File: config.mk
export PLATFORM = sky130hd
export DESIGN_NAME = alu_acc_sequencer_flat
export DESIGN_NICKNAME = d
export VERILOG_FILES = /design/src/rtl/alu_pkg.sv /design/src/rtl/alu_acc_sequencer_if.sv /design/src/rtl/alu_acc_sequencer.sv /design/src/flat_wrapper.sv
export SDC_FILE = /design/constraint.sdc
export NUM_CORES = 1
export LEC_CHECK = 0
export CAP_MARGIN = 20
export CORE_ASPECT_RATIO = 1.25
export CORE_UTILIZATION = 40
export CTS_BUF_LIST = sky130_fd_sc_hd__clkbuf_8
export CTS_CLUSTER_DIAMETER = 150
export DETAILED_ROUTE_END_ITERATION = 7
export PLACE_DENSITY = 0.75
export SLEW_MARGIN = 20
export SYNTH_ARGS = -nofsm -noshare
export SYNTH_HDL_FRONTEND = slang
export SYNTH_SLANG_ARGS = --single-unit
File: constraint.sdc
create_clock -name clk -period 4.9 [get_ports clk]
set_input_delay 0.98 -clock clk [delete_from_list [all_inputs] [get_ports clk]]
set_output_delay 0.98 -clock clk [all_outputs]
set_load 0.05 [all_outputs]
File: src/rtl/alu_pkg.sv
// Shared definitions for the accumulator sequencer and the 16-bit ALU it feeds:
// opcode encodings, sequencer state type and the default datapath width.
package alu_pkg;

    localparam int ALU_W = 16;

    localparam logic [2:0] OP_NEG    = 3'b000;
    localparam logic [2:0] OP_INC    = 3'b001;
    localparam logic [2:0] OP_ADC    = 3'b010;
    localparam logic [2:0] OP_ADDSHR = 3'b011;
    localparam logic [2:0] OP_AND    = 3'b100;
    localparam logic [2:0] OP_OR     = 3'b101;
    localparam logic [2:0] OP_CAT    = 3'b110;
    localparam logic [2:0] OP_CLR    = 3'b111;

    typedef enum logic [1:0] {
        IDLE = 2'd0,
        EXEC = 2'd1,
        RESP = 2'd2
    } seq_state_t;

endpackage

File: src/rtl/alu_acc_sequencer_if.sv
// Command and response handshakes of the accumulator sequencer.
// master = command source / response consumer, slave = the sequencer.
interface alu_acc_sequencer_if
    import alu_pkg::*;
#(
    parameter int W = ALU_W
);
    logic         cmd_valid;
    logic         cmd_ready;
    logic [2:0]   cmd_opc;
    logic [W-1:0] cmd_operand;
    logic         cmd_load;
    logic         cmd_use_carry;

    logic         rsp_valid;
    logic         rsp_ready;
    logic [W-1:0] rsp_data;
    logic         rsp_zer;
    logic         rsp_neg;

    modport master (
        output cmd_valid, cmd_opc, cmd_operand, cmd_load, cmd_use_carry, rsp_ready,
        input  cmd_ready, rsp_valid, rsp_data, rsp_zer, rsp_neg
    );

    modport slave (
        input  cmd_valid, cmd_opc, cmd_operand, cmd_load, cmd_use_carry, rsp_ready,
        output cmd_ready, rsp_valid, rsp_data, rsp_zer, rsp_neg
    );

endinterface

File: src/rtl/alu_acc_sequencer.sv
// Command sequencer + accumulator placed in front of the 16-bit ALU.
// Accepts one command at a time, drives the ALU with the accumulator as
// operand A, captures the result and flags, and returns a response.
// Optional build macro: ALU_ACC_SAT_EN -- add-with-carry saturates to
// all-ones on carry-out instead of wrapping.
module alu_acc_sequencer
    import alu_pkg::*;
#(
    parameter int           W       = ALU_W,
    parameter logic [W-1:0] ACC_RST = '0
)
(
    input  logic             clk,
    input  logic             rst_n,
    alu_acc_sequencer_if.slave bus,
    output logic [W-1:0]     alu_inA,
    output logic [W-1:0]     alu_inB,
    output logic             alu_inC,
    output logic [2:0]       alu_opc,
    input  logic [W-1:0]     alu_outW,
    input  logic             alu_zer,
    input  logic             alu_neg,
    output logic             carry_flag
);

    seq_state_t   state_reg;
    logic [W-1:0] acc_reg;
    logic         carry_reg;
    logic [2:0]   opc_reg;
    logic [W-1:0] operand_reg;
    logic         use_carry_reg;
    logic         cmd_ready_reg;
    logic         rsp_valid_reg;
    logic         rsp_zer_reg;
    logic         rsp_neg_reg;

    logic         carry_in;
    logic [W:0]   adc_sum;

    logic [W-1:0] exec_acc_next;
    logic         exec_zer_next;
    logic         exec_neg_next;
    logic         exec_carry_next;

    // The ALU sees the registered command for the whole EXEC cycle; the
    // same values sit on the bus harmlessly in IDLE and RESP.
    assign carry_in = use_carry_reg & carry_reg;
    assign alu_inA  = acc_reg;
    assign alu_inB  = operand_reg;
    assign alu_inC  = carry_in;
    assign alu_opc  = opc_reg;

    // Local carry-out of the add-with-carry; the ALU does not report it.
    assign adc_sum = {1'b0, acc_reg} + {1'b0, operand_reg} + {{W{1'b0}}, carry_in};

    assign carry_flag    = carry_reg;
    assign bus.cmd_ready = cmd_ready_reg;
    assign bus.rsp_valid = rsp_valid_reg;
    assign bus.rsp_data  = acc_reg;
    assign bus.rsp_zer   = rsp_zer_reg;
    assign bus.rsp_neg   = rsp_neg_reg;

    // Values captured at the end of EXEC: ALU result/flags plus carry tracking.
    always_comb begin
        exec_acc_next   = alu_outW;
        exec_zer_next   = alu_zer;
        exec_neg_next   = alu_neg;
        exec_carry_next = carry_reg;
        case (opc_reg)
            OP_NEG: exec_carry_next = (acc_reg == '0);
            OP_INC: exec_carry_next = (acc_reg == '1);
            OP_ADC: begin
                exec_carry_next = adc_sum[W];
`ifdef ALU_ACC_SAT_EN
                if (adc_sum[W]) begin
                    exec_acc_next = '1;
                    exec_zer_next = 1'b0;
                    exec_neg_next = 1'b1;
                end
`endif
            end
            default: exec_carry_next = carry_reg;
        endcase
    end

    // IDLE -> (EXEC) -> RESP -> IDLE sequencer with registered handshake outputs.
    always_ff @(posedge clk or negedge rst_n) begin
        if (!rst_n) begin
            state_reg     <= IDLE;
            acc_reg       <= ACC_RST;
            carry_reg     <= 1'b0;
            opc_reg       <= '0;
            operand_reg   <= '0;
            use_carry_reg <= 1'b0;
            cmd_ready_reg <= 1'b1;
            rsp_valid_reg <= 1'b0;
            rsp_zer_reg   <= (ACC_RST == '0);
            rsp_neg_reg   <= ACC_RST[W-1];
        end else begin
            case (state_reg)
                IDLE: begin
                    if (bus.cmd_valid && cmd_ready_reg) begin
                        opc_reg       <= bus.cmd_opc;
                        operand_reg   <= bus.cmd_operand;
                        use_carry_reg <= bus.cmd_use_carry;
                        cmd_ready_reg <= 1'b0;
                        if (bus.cmd_load) begin
                            // Loads bypass the ALU; flags come straight from the value.
                            acc_reg       <= bus.cmd_operand;
                            rsp_zer_reg   <= (bus.cmd_operand == '0);
                            rsp_neg_reg   <= bus.cmd_operand[W-1];
                            rsp_valid_reg <= 1'b1;
                            state_reg     <= RESP;
                        end else begin
                            state_reg     <= EXEC;
                        end
                    end
                end
                EXEC: begin
                    acc_reg       <= exec_acc_next;
                    rsp_zer_reg   <= exec_zer_next;
                    rsp_neg_reg   <= exec_neg_next;
                    carry_reg     <= exec_carry_next;
                    rsp_valid_reg <= 1'b1;
                    state_reg     <= RESP;
                end
                RESP: begin
                    if (bus.rsp_ready) begin
                        rsp_valid_reg <= 1'b0;
                        cmd_ready_reg <= 1'b1;
                        state_reg     <= IDLE;
                    end
                end
                default: begin
                    rsp_valid_reg <= 1'b0;
                    cmd_ready_reg <= 1'b1;
                    state_reg     <= IDLE;
                end
            endcase
        end
    end

endmodule

File: src/flat_wrapper.sv
// flat-port wrapper written by rule: the top's interface ports become plain ports
module alu_acc_sequencer_flat import alu_pkg::*;
#(
    parameter int           W       = ALU_W,
    parameter logic [W-1:0] ACC_RST = '0
)
  (clk, rst_n, alu_inA, alu_inB, alu_inC, alu_opc, alu_outW, alu_zer, alu_neg, carry_flag, bus_cmd_valid, bus_cmd_opc, bus_cmd_operand, bus_cmd_load, bus_cmd_use_carry, bus_rsp_ready, bus_cmd_ready, bus_rsp_valid, bus_rsp_data, bus_rsp_zer, bus_rsp_neg);
  alu_acc_sequencer_if #(.W(W)) bus_i ();
  input  logic clk;
  input  logic rst_n;
  output logic [W-1:0] alu_inA;
  output logic [W-1:0] alu_inB;
  output logic alu_inC;
  output logic [2:0] alu_opc;
  input  logic [W-1:0] alu_outW;
  input  logic alu_zer;
  input  logic alu_neg;
  output logic carry_flag;
  input wire logic [$bits(bus_i.cmd_valid)-1:0] bus_cmd_valid;
  input wire logic [$bits(bus_i.cmd_opc)-1:0] bus_cmd_opc;
  input wire logic [$bits(bus_i.cmd_operand)-1:0] bus_cmd_operand;
  input wire logic [$bits(bus_i.cmd_load)-1:0] bus_cmd_load;
  input wire logic [$bits(bus_i.cmd_use_carry)-1:0] bus_cmd_use_carry;
  input wire logic [$bits(bus_i.rsp_ready)-1:0] bus_rsp_ready;
  output wire logic [$bits(bus_i.cmd_ready)-1:0] bus_cmd_ready;
  output wire logic [$bits(bus_i.rsp_valid)-1:0] bus_rsp_valid;
  output wire logic [$bits(bus_i.rsp_data)-1:0] bus_rsp_data;
  output wire logic [$bits(bus_i.rsp_zer)-1:0] bus_rsp_zer;
  output wire logic [$bits(bus_i.rsp_neg)-1:0] bus_rsp_neg;
  assign bus_i.cmd_valid = bus_cmd_valid;
  assign bus_i.cmd_opc = bus_cmd_opc;
  assign bus_i.cmd_operand = bus_cmd_operand;
  assign bus_i.cmd_load = bus_cmd_load;
  assign bus_i.cmd_use_carry = bus_cmd_use_carry;
  assign bus_i.rsp_ready = bus_rsp_ready;
  assign bus_cmd_ready = bus_i.cmd_ready;
  assign bus_rsp_valid = bus_i.rsp_valid;
  assign bus_rsp_data = bus_i.rsp_data;
  assign bus_rsp_zer = bus_i.rsp_zer;
  assign bus_rsp_neg = bus_i.rsp_neg;
  alu_acc_sequencer #(.W(W), .ACC_RST(ACC_RST)) u_core (.clk(clk), .rst_n(rst_n), .bus(bus_i), .alu_inA(alu_inA), .alu_inB(alu_inB), .alu_inC(alu_inC), .alu_opc(alu_opc), .alu_outW(alu_outW), .alu_zer(alu_zer), .alu_neg(alu_neg), .carry_flag(carry_flag));
endmodule
Fig. 1: routing congestion
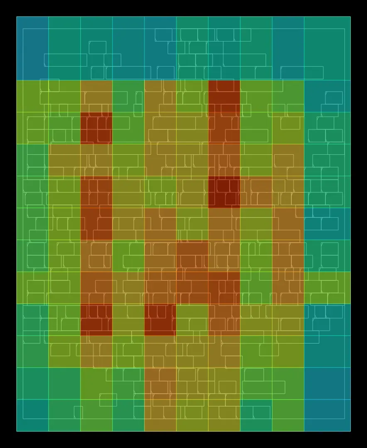
Core Util, Final: 59.30%
GRT Max-Usage Layer: met2

Fig. 2: cell classes on the final placement
The bar under the picture is 20 µm long.
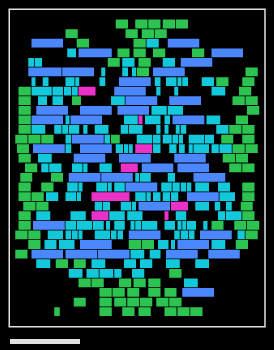
Blue stands for flip-flops, cells 43. Cyan stands for all other logic, cells 155. Magenta stands for clock drivers and dummy loads, cells 8. Green stands for other buffers and delay cells, cells 101.
FP Rows: 31
final instance area: 3473 µm²

==> deck_impl_summary.md <==
Implementation Results

Run status
  • Status: completed

Synthesis
  • Register share after synthesis: 43.87%
  • Post-Syn Area: 2459 µm²
  • Yosys cell count: 223
  • Flops out of synthesis: between 40 and 50
  • Top-count cell post-synth: dfrtp_1
  • Area leader, netlist: dfrtp_1
  • Average size of a mapped cell: 11.03 µm²
  • Async set-or-reset flop fraction in the synthesized netlist: 100.0%
  • Yosys warning count: 0

Layout
  • Final non-clock buffer share: approximately 29%
  • Antenna fix cells: 0
  • CLK BUF: 5
  • Plain + repair buffers: between 100 and 150
  • Flip-flops: 43
  • Register Area: ~1100 µm²
  • Multi-input logic portion of the cell area: 34.11%
  • Logic area: roughly 1200 µm²
  • Non-filler cells, final: 389
  • Clock network area share: 3.062%
  • # nets final: 365
  • Share of cells above drive strength 1: 14.33%

Worst setup path
  • Crit end category: output port
  • Flop2flop setup slack: 2.96 ns
  • Launch point of the worst reg-to-reg path: u_core.state_reg[0]
  • WS Path Type: register to output port
  • End point of the critical path: bus_cmd_ready
  • Startpoint Class: register
  • Buf/Inv on CP: 1
  • Worst path depth: 1
  • R2r endpoint: u_core.alu_inA[7]
  • Top Family by Delay on Critical Path: buffers and inverters

GRT
  • Number of global-route vias before repair: 1980
  • GR Util met2: 35.43%
  • Largest net degree at the start of global routing: 44
  • GR Util met3: 3.125%
  • Gr ovfl total: 0

Drt
  • Drt total wl: slightly above 6000 µm
  • DR pass1 iterations: 4
  • Met1 WL: 2597 µm
  • Starting DRT DRC Count: 141
  • Antenna Nets Post-Route: 0
  • DR WL/cell: about 16 µm
  • DRC: 0
  • Via density: 5.087

Pwr
  • Max IR drop VDD: approximately 0.00010 V
  • Total power: around 0.67 mW
  • Power density cells: 193.3 nW/µm²
  • Int Power: 0.5353 mW
  • Psw: approximately 0.14 mW

Worst hold path
  • Worst Hold Launch: u_core.bus.rsp_valid
  • Hold path endpoint: u_core.bus.rsp_valid
  • Class of the worst hold path: register to register

Timing
  • Max Freq: ~0.38 GHz
  • Slew headroom: 36.70%
  • Clock skew: 0.005457 ns
  • Measured slew at the worst slew-check pin: 0.9494 ns
  • Final Hold Fails: 0

Die
  • Total die size: about 6500 µm²
  • FP Util: 41.98%
  • Tapcells: 82

Placement
  • Setup WS pre-CTS: 2.025 ns
  • GPL Wtd Cong: 0.7845
  • Placed cell count: 381
  • DPL Wire Length: roughly 4600 µm

Clock tree
  • Late-Pin Clk Latency: 0.29 ns
  • Post-CTS setup buffer count: 0
  • CTS Hold Bufs: 0
## power by group through the flow
| stage | registers [mW] | logic (mW) | clock network (mW) |
|---|---|---|---|
| 6_report | 0.355 | 0.0521 | 0.265 |
| 4_1_cts | 0.355 | 0.0532 | 0.271 |
| 3_5_place_dp | 0.362 | 0.0531 | 0 |
| 3_3_place_gp | 0.362 | 0.0531 | 0 |
| 2_1_floorplan | 0.362 | 0.00652 | 0 |
| 5_1_grt | 0.355 | 0.0566 | 0.289 |
## kinds of logic (layout without fill, tap and decap cells)
group                      count (synthesis)  after routing  share of synthesized area, %
and+or+nand+nor                           60             60                         12.88
buffers and inverters                     25            109                         8.041
adders and majority gates                 16             16                         8.142
DFF                                       43             43                         43.87
muxes                                     35             35                         15.27
AOI/OAI and AO/OA                         43             43                         11.45
xor gates and xnor gates                   1              1                        0.3563
Power and IR drop assume default switching activity.
